==> images/m1.png <==
Scale: 4 px per um. Supply wires on this layer in gray.
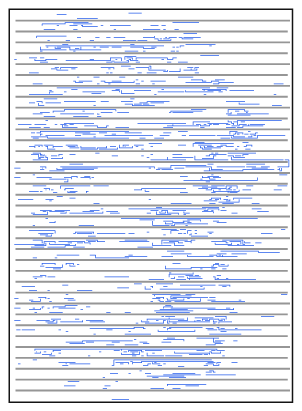
==> images/m2.png <==
Scale: 3 px per um. Cells faint in the background.
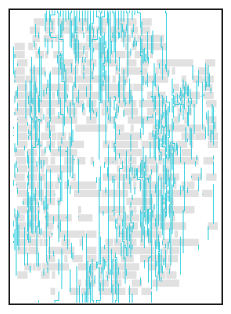
==> images/m3.png <==
Scale: 4 px per um.
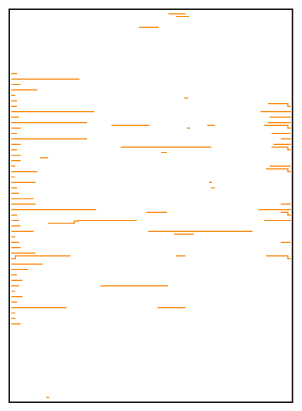
==> images/m4.png <==
Scale: 4 px per um. Supply wires on this layer in gray.
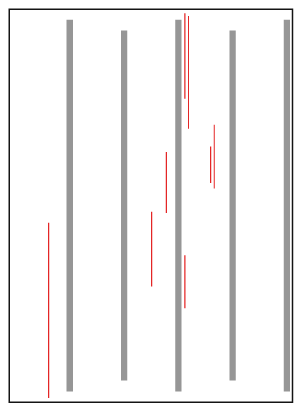
==> images/placed.png <==
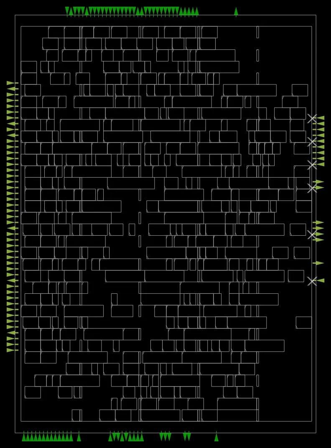
===== config.mk =====
export PLATFORM = sky130hd
export DESIGN_NAME = sdram_port_arbiter
export DESIGN_NICKNAME = d
export VERILOG_FILES = /design/src/rtl/sdram_port_arbiter.sv
export SDC_FILE = /design/constraint.sdc
export NUM_CORES = 1
export LEC_CHECK = 0
export ABC_AREA = 0
export CORE_ASPECT_RATIO = 1.4
export CORE_UTILIZATION = 40
export DETAILED_ROUTE_END_ITERATION = 8
export PLACE_DENSITY = 0.79
export SYNTH_ARGS = -nofsm -noshare
export SYNTH_HDL_FRONTEND = slang
export SYNTH_SLANG_ARGS = --single-unit
export TNS_END_PERCENT = 1

===== constraint.sdc =====
create_clock -name iCLK -period 7.4 [get_ports iCLK]
set_input_delay 1.48 -clock iCLK [delete_from_list [all_inputs] [get_ports iCLK]]
set_output_delay 1.48 -clock iCLK [all_outputs]
set_load 0.01 [all_outputs]

===== src/rtl/sdram_port_arbiter.sv =====
// ---------------------------------------------------------------------------
// sdram_port_arbiter
//
// Shares the one SDRAM command port among three requesters:
//   - the SPI pixel write path
//   - display read port 1
//   - display read port 2
//
// Each grant is a fixed burst of BURST_LEN words. A read port whose FIFO is
// running low ("urgent") is served first. Otherwise the ports take turns in
// round-robin order. Each grant issues one command and then counts data
// beats until the burst ends.
//
// Optional feature macro: ARB_WDOG_EN
//   Defined   : a transfer that stalls for WDOG_CYCLES cycles without a
//               beat is aborted, and oTimeout pulses for one cycle.
//   Undefined : oTimeout is tied low and a transfer waits indefinitely.
//
// Ports
//   iCLK, iRST_n             clock, asynchronous active-low reset
//   iWr_Req, iWr_Addr        write path request and burst start address
//   iRd_Req_1/2              read port wants a burst
//   iRd_Lvl_1/2              read FIFO fill level
//   iRd_Addr_1/2             read burst start address
//   oGnt                     one-hot grant: [0]=write [1]=rd1 [2]=rd2
//   oCmd_Valid, iCmd_Ready   command handshake to the SDRAM controller
//   oCmd_Write, oCmd_Addr    burst direction and start address
//   iBeat                    one data word moved this cycle
//   oBusy                    arbiter is not idle
//   oTimeout                 one-cycle pulse on a watchdog abort
// ---------------------------------------------------------------------------
module sdram_port_arbiter #(
  parameter int BURST_LEN   = 8,
  parameter int ADDR_W      = 24,
  parameter int LVL_W       = 9,
  parameter int URGENT_LVL  = 64,
  parameter int WDOG_CYCLES = 256
) (
  input  logic              iCLK,
  input  logic              iRST_n,
  input  logic              iWr_Req,
  input  logic [ADDR_W-1:0] iWr_Addr,
  input  logic              iRd_Req_1,
  input  logic [LVL_W-1:0]  iRd_Lvl_1,
  input  logic [ADDR_W-1:0] iRd_Addr_1,
  input  logic              iRd_Req_2,
  input  logic [LVL_W-1:0]  iRd_Lvl_2,
  input  logic [ADDR_W-1:0] iRd_Addr_2,
  output logic [2:0]        oGnt,
  output logic              oCmd_Valid,
  input  logic              iCmd_Ready,
  output logic              oCmd_Write,
  output logic [ADDR_W-1:0] oCmd_Addr,
  input  logic              iBeat,
  output logic              oBusy,
  output logic              oTimeout
);

  // Reject parameter values the beat counter and watchdog cannot support.
  if (BURST_LEN < 2 || BURST_LEN > 255 || WDOG_CYCLES < 1) begin : g_bad_param
    $error("sdram_port_arbiter: BURST_LEN or WDOG_CYCLES out of range");
  end

  typedef enum logic [1:0] {
    IDLE_S = 2'd0,
    CMD_S  = 2'd1,
    XFER_S = 2'd2
  } state_t;

  // Port indices. These are also the encodings stored in rr_ptr and last_rd.
  localparam logic [1:0]       WR_IDX     = 2'd0;
  localparam logic [1:0]       RD1_IDX    = 2'd1;
  localparam logic [1:0]       RD2_IDX    = 2'd2;
  localparam logic [7:0]       LAST_BEAT  = 8'(BURST_LEN - 1);
  localparam logic [LVL_W-1:0] URGENT_THR = LVL_W'(URGENT_LVL);

  // Round-robin pick.
  // The search starts at the port after ptr and wraps modulo 3.
  // The caller only uses the result when at least one request is set.
  function automatic logic [1:0] rr_pick(input logic [2:0] req, input logic [1:0] ptr);
    logic [1:0] first, second, third;
    case (ptr)
      2'd0:    {first, second, third} = {2'd1, 2'd2, 2'd0};
      2'd1:    {first, second, third} = {2'd2, 2'd0, 2'd1};
      2'd2:    {first, second, third} = {2'd0, 2'd1, 2'd2};
      default: {first, second, third} = {2'd1, 2'd2, 2'd0};
    endcase
    if (req[first]) begin
      rr_pick = first;
    end else if (req[second]) begin
      rr_pick = second;
    end else begin
      rr_pick = third;
    end
  endfunction

  state_t              state_r, state_s;
  logic [2:0]          gnt_r, gnt_s;
  logic                cmd_valid_r, cmd_valid_s;
  logic                cmd_write_r, cmd_write_s;
  logic [ADDR_W-1:0]   cmd_addr_r, cmd_addr_s;
  logic [1:0]          rr_ptr_r, rr_ptr_s;
  logic [1:0]          last_rd_r, last_rd_s;   // last read port granted (rd1 or rd2)
  logic [7:0]          beat_cnt_r, beat_cnt_s;
  logic [2:0]          req_vec_s;
  logic                urgent_1_s, urgent_2_s, any_req_s;
  logic [1:0]          win_idx_s;
  logic [2:0]          win_gnt_s;
  logic [ADDR_W-1:0]   win_addr_s;

`ifdef ARB_WDOG_EN
  localparam int WDOG_W = $clog2(WDOG_CYCLES + 1);
  localparam logic [WDOG_W-1:0] WDOG_LAST = WDOG_W'(WDOG_CYCLES - 1);
  logic [WDOG_W-1:0] wdog_r, wdog_s;
  logic              timeout_r, timeout_s;
`endif

  assign req_vec_s  = {iRd_Req_2, iRd_Req_1, iWr_Req};
  assign any_req_s  = |req_vec_s;
  assign urgent_1_s = iRd_Req_1 && (iRd_Lvl_1 < URGENT_THR);
  assign urgent_2_s = iRd_Req_2 && (iRd_Lvl_2 < URGENT_THR);

  // Pick the winner.
  // Urgent reads come first; when both are urgent, the read port not served last wins.
  always_comb begin
    win_idx_s = WR_IDX;
    if (urgent_1_s && urgent_2_s) begin
      if (last_rd_r == RD1_IDX) begin
        win_idx_s = RD2_IDX;
      end else begin
        win_idx_s = RD1_IDX;
      end
    end else if (urgent_1_s) begin
      win_idx_s = RD1_IDX;
    end else if (urgent_2_s) begin
      win_idx_s = RD2_IDX;
    end else begin
      win_idx_s = rr_pick(req_vec_s, rr_ptr_r);
    end
  end

  // Decode the winner into a one-hot grant and select its burst address.
  always_comb begin
    win_gnt_s  = 3'b001;
    win_addr_s = iWr_Addr;
    case (win_idx_s)
      WR_IDX:  begin win_gnt_s = 3'b001; win_addr_s = iWr_Addr;   end
      RD1_IDX: begin win_gnt_s = 3'b010; win_addr_s = iRd_Addr_1; end
      RD2_IDX: begin win_gnt_s = 3'b100; win_addr_s = iRd_Addr_2; end
      default: begin win_gnt_s = 3'b001; win_addr_s = iWr_Addr;   end
    endcase
  end

  // Next-state and next-output logic for the IDLE -> CMD -> XFER cycle.
  always_comb begin
    state_s     = state_r;
    gnt_s       = gnt_r;
    cmd_valid_s = cmd_valid_r;
    cmd_write_s = cmd_write_r;
    cmd_addr_s  = cmd_addr_r;
    rr_ptr_s    = rr_ptr_r;
    last_rd_s   = last_rd_r;
    beat_cnt_s  = beat_cnt_r;
`ifdef ARB_WDOG_EN
    wdog_s      = wdog_r;
    timeout_s   = 1'b0;
`endif
    case (state_r)
      IDLE_S: begin
        if (any_req_s) begin
          state_s     = CMD_S;
          gnt_s       = win_gnt_s;
          cmd_valid_s = 1'b1;
          cmd_write_s = (win_idx_s == WR_IDX);
          cmd_addr_s  = win_addr_s;
          rr_ptr_s    = win_idx_s;
          if (win_idx_s != WR_IDX) begin
            last_rd_s = win_idx_s;
          end else begin
            last_rd_s = last_rd_r;
          end
        end else begin
          state_s = IDLE_S;
        end
      end
      CMD_S: begin
        // Beats seen here belong to no burst yet and are ignored.
        if (iCmd_Ready) begin
          state_s     = XFER_S;
          cmd_valid_s = 1'b0;
          beat_cnt_s  = 8'd0;
`ifdef ARB_WDOG_EN
          wdog_s      = '0;
`endif
        end else begin
          state_s = CMD_S;
        end
      end
      XFER_S: begin
        if (iBeat) begin
`ifdef ARB_WDOG_EN
          wdog_s = '0;
`endif
          if (beat_cnt_r == LAST_BEAT) begin
            state_s    = IDLE_S;
            gnt_s      = 3'b000;
            beat_cnt_s = 8'd0;
          end else begin
            beat_cnt_s = beat_cnt_r + 8'd1;
          end
        end else begin
`ifdef ARB_WDOG_EN
          // Abort the burst. rr_ptr keeps the aborted winner.
          if (wdog_r == WDOG_LAST) begin
            state_s    = IDLE_S;
            gnt_s      = 3'b000;
            beat_cnt_s = 8'd0;
            wdog_s     = '0;
            timeout_s  = 1'b1;
          end else begin
            wdog_s = wdog_r + {{(WDOG_W-1){1'b0}}, 1'b1};
          end
`else
          state_s = XFER_S;
`endif
        end
      end
      default: begin
        state_s     = IDLE_S;
        gnt_s       = 3'b000;
        cmd_valid_s = 1'b0;
      end
    endcase
  end

  // State and output registers. The asynchronous reset clears all outputs at once.
  always_ff @(posedge iCLK or negedge iRST_n) begin
    if (!iRST_n) begin
      state_r     <= IDLE_S;
      gnt_r       <= 3'b000;
      cmd_valid_r <= 1'b0;
      cmd_write_r <= 1'b0;
      cmd_addr_r  <= '0;
      rr_ptr_r    <= WR_IDX;
      last_rd_r   <= RD2_IDX;
      beat_cnt_r  <= 8'd0;
`ifdef ARB_WDOG_EN
      wdog_r      <= '0;
      timeout_r   <= 1'b0;
`endif
    end else begin
      state_r     <= state_s;
      gnt_r       <= gnt_s;
      cmd_valid_r <= cmd_valid_s;
      cmd_write_r <= cmd_write_s;
      cmd_addr_r  <= cmd_addr_s;
      rr_ptr_r    <= rr_ptr_s;
      last_rd_r   <= last_rd_s;
      beat_cnt_r  <= beat_cnt_s;
`ifdef ARB_WDOG_EN
      wdog_r      <= wdog_s;
      timeout_r   <= timeout_s;
`endif
    end
  end

  assign oGnt       = gnt_r;
  assign oCmd_Valid = cmd_valid_r;
  assign oCmd_Write = cmd_write_r;
  assign oCmd_Addr  = cmd_addr_r;
  assign oBusy      = (state_r != IDLE_S);
`ifdef ARB_WDOG_EN
  assign oTimeout   = timeout_r;
`else
  assign oTimeout   = 1'b0;
`endif

endmodule


==> notes.md <==
From the run reports.

- The final routed DRC violation total is 12.
- The last element of the critical path is oCmd_Addr[20]$_DFFE_PN0P_.
- The deepest level of the CTS H-tree is 2.
- The proportion of synthesized area in mux cells reads 0.0114.
- The minimum period implied by the final worst setup slack reads 4.32 ns.
- Per the OpenROAD floorplan log, the height of the die is 97.9 um.
- Yosys reports that the most numerous cell types are sky130_fd_sc_hd__nand2_1, sky130_fd_sc_hd__dfrtp_1, sky130_fd_sc_hd__o21ai_0.
- The most common cell in the synthesized netlist reads sky130_fd_sc_hd__nand2_1.
- Of the synthesized area, sequential elements account for 0.410.
- The TritonCTS buffer count is 5.
- The critical path's slowest stage uses the library cell sky130_fd_sc_hd__ha_1.
- Counting flops and latches in the post-synthesis netlist gives 43.
- The total power of the final layout is 1630 uW.
- The checks that failed: design-rule violations.
- For the worst reg-to-reg path, the startpoint reported by OpenROAD is rr_ptr_r[0]$_DFFE_PN0P_.
- The period utilization is 0.584.
- The flow ran to the end, but the final reports show violations.
- Of the total synthesized cell area, the portion taken by full adders, half adders and majority gates is 0.0286.
- The startpoint type of the worst setup path is a primary input.
- The total negative setup slack is 0 ns.
- The TritonCTS sink count reads 43.
- The full die area is 0.00690 mm2.
- Of all the cell area in the finished design, the clock network holds 0.0344.
- The clock passes through at most 2 buffers.
- The routed design uses 439 um of met3 wire.
- The most instantiated flip-flop cell in the synthesis netlist is sky130_fd_sc_hd__dfrtp_1.
- The run reported a max-capacitance violation count of 0.
- The average size of a mapped cell is 9.11 um2.
- The count of nets left with antenna violations after detail routing reads 0.
- The worst hold margin reads 0.482 ns.
- Pin placement for this block handled 128 I/O pins.
- The placement summary gives the final routability congestion estimate as 0.791.
- The worst register-to-register path ends at oCmd_Addr[20]$_DFFE_PN0P_.
- The proportion of cell area occupied by multi-input gates is 0.359.
- The half-perimeter wire length after detailed placement reads 4830 um.
- The synthesis run identifies the leading combinational cell family as AND-OR/OR-AND gates.
- The number of cells on the critical path reads 8.
- Per the timing report, the achievable frequency comes out to 0.231 GHz.
- Recorded from the global router log, the overflow total was 0.
- Per the final layout report, the fraction of cells sized above drive strength 1 comes to 0.108.
- The XOR/XNOR share of the synthesized area reads 0.0167.
- The register with the most flip-flops in the layout has 24 of them.
Notes on m1.png above:
The layer carries 2,530 um of wire. The longest straight run is 45.5 um. The layer holds 39% of the routed length. The wires run mostly horizontal.
wire length after detailed routing: 6510 um
overall via count from detail_route: 2,449
global routing usage on met1: 0.227

Notes on m2.png above:
The layer carries 3,380 um of wire. 387 nets have wire on it. The longest straight run is 43.2 um. The wires run mostly vertical.
met2 routing resource usage after global routing: 0.361

Notes on m3.png above:
The wires run mostly horizontal. The layer carries 440 um of wire. 75 nets have wire on it. The layer holds 6.8% of the routed length.
met3 layer usage reported by global route: 0.0464

Notes on m4.png above:
The layer holds 2.5% of the routed length. 7 nets have wire on it. The wires run mostly vertical.

Notes on placed.png above:
Tapcells: 72
core utilization of the finished layout: 0.612
proportion of cell area occupied by registers: 0.280

[cell usage in the layout, fill, tap and decap left out, types with 5 or more instances in the layout]
master and n:
sky130_fd_sc_hd__clkdlybuf4s50_1 113, sky130_fd_sc_hd__nand2_1 59, sky130_fd_sc_hd__dfrtp_1 42, sky130_fd_sc_hd__o21ai_0 32, sky130_fd_sc_hd__a22oi_1 25, sky130_fd_sc_hd__o21ai_2 23, sky130_fd_sc_hd__nor2_1 13, sky130_fd_sc_hd__nand2b_1 6
sky130_fd_sc_hd__ha_1 6, sky130_fd_sc_hd__inv_1 5, sky130_fd_sc_hd__xnor2_1 5, sky130_fd_sc_hd__clkbuf_8 5
[report_power, final]
group	switching, uW	internal, uW
logic	556	452
registers	71.7	341
clock network	80.2	135
total	707	927
Power figures rest on the tool's default switching activity, not on a simulated workload.
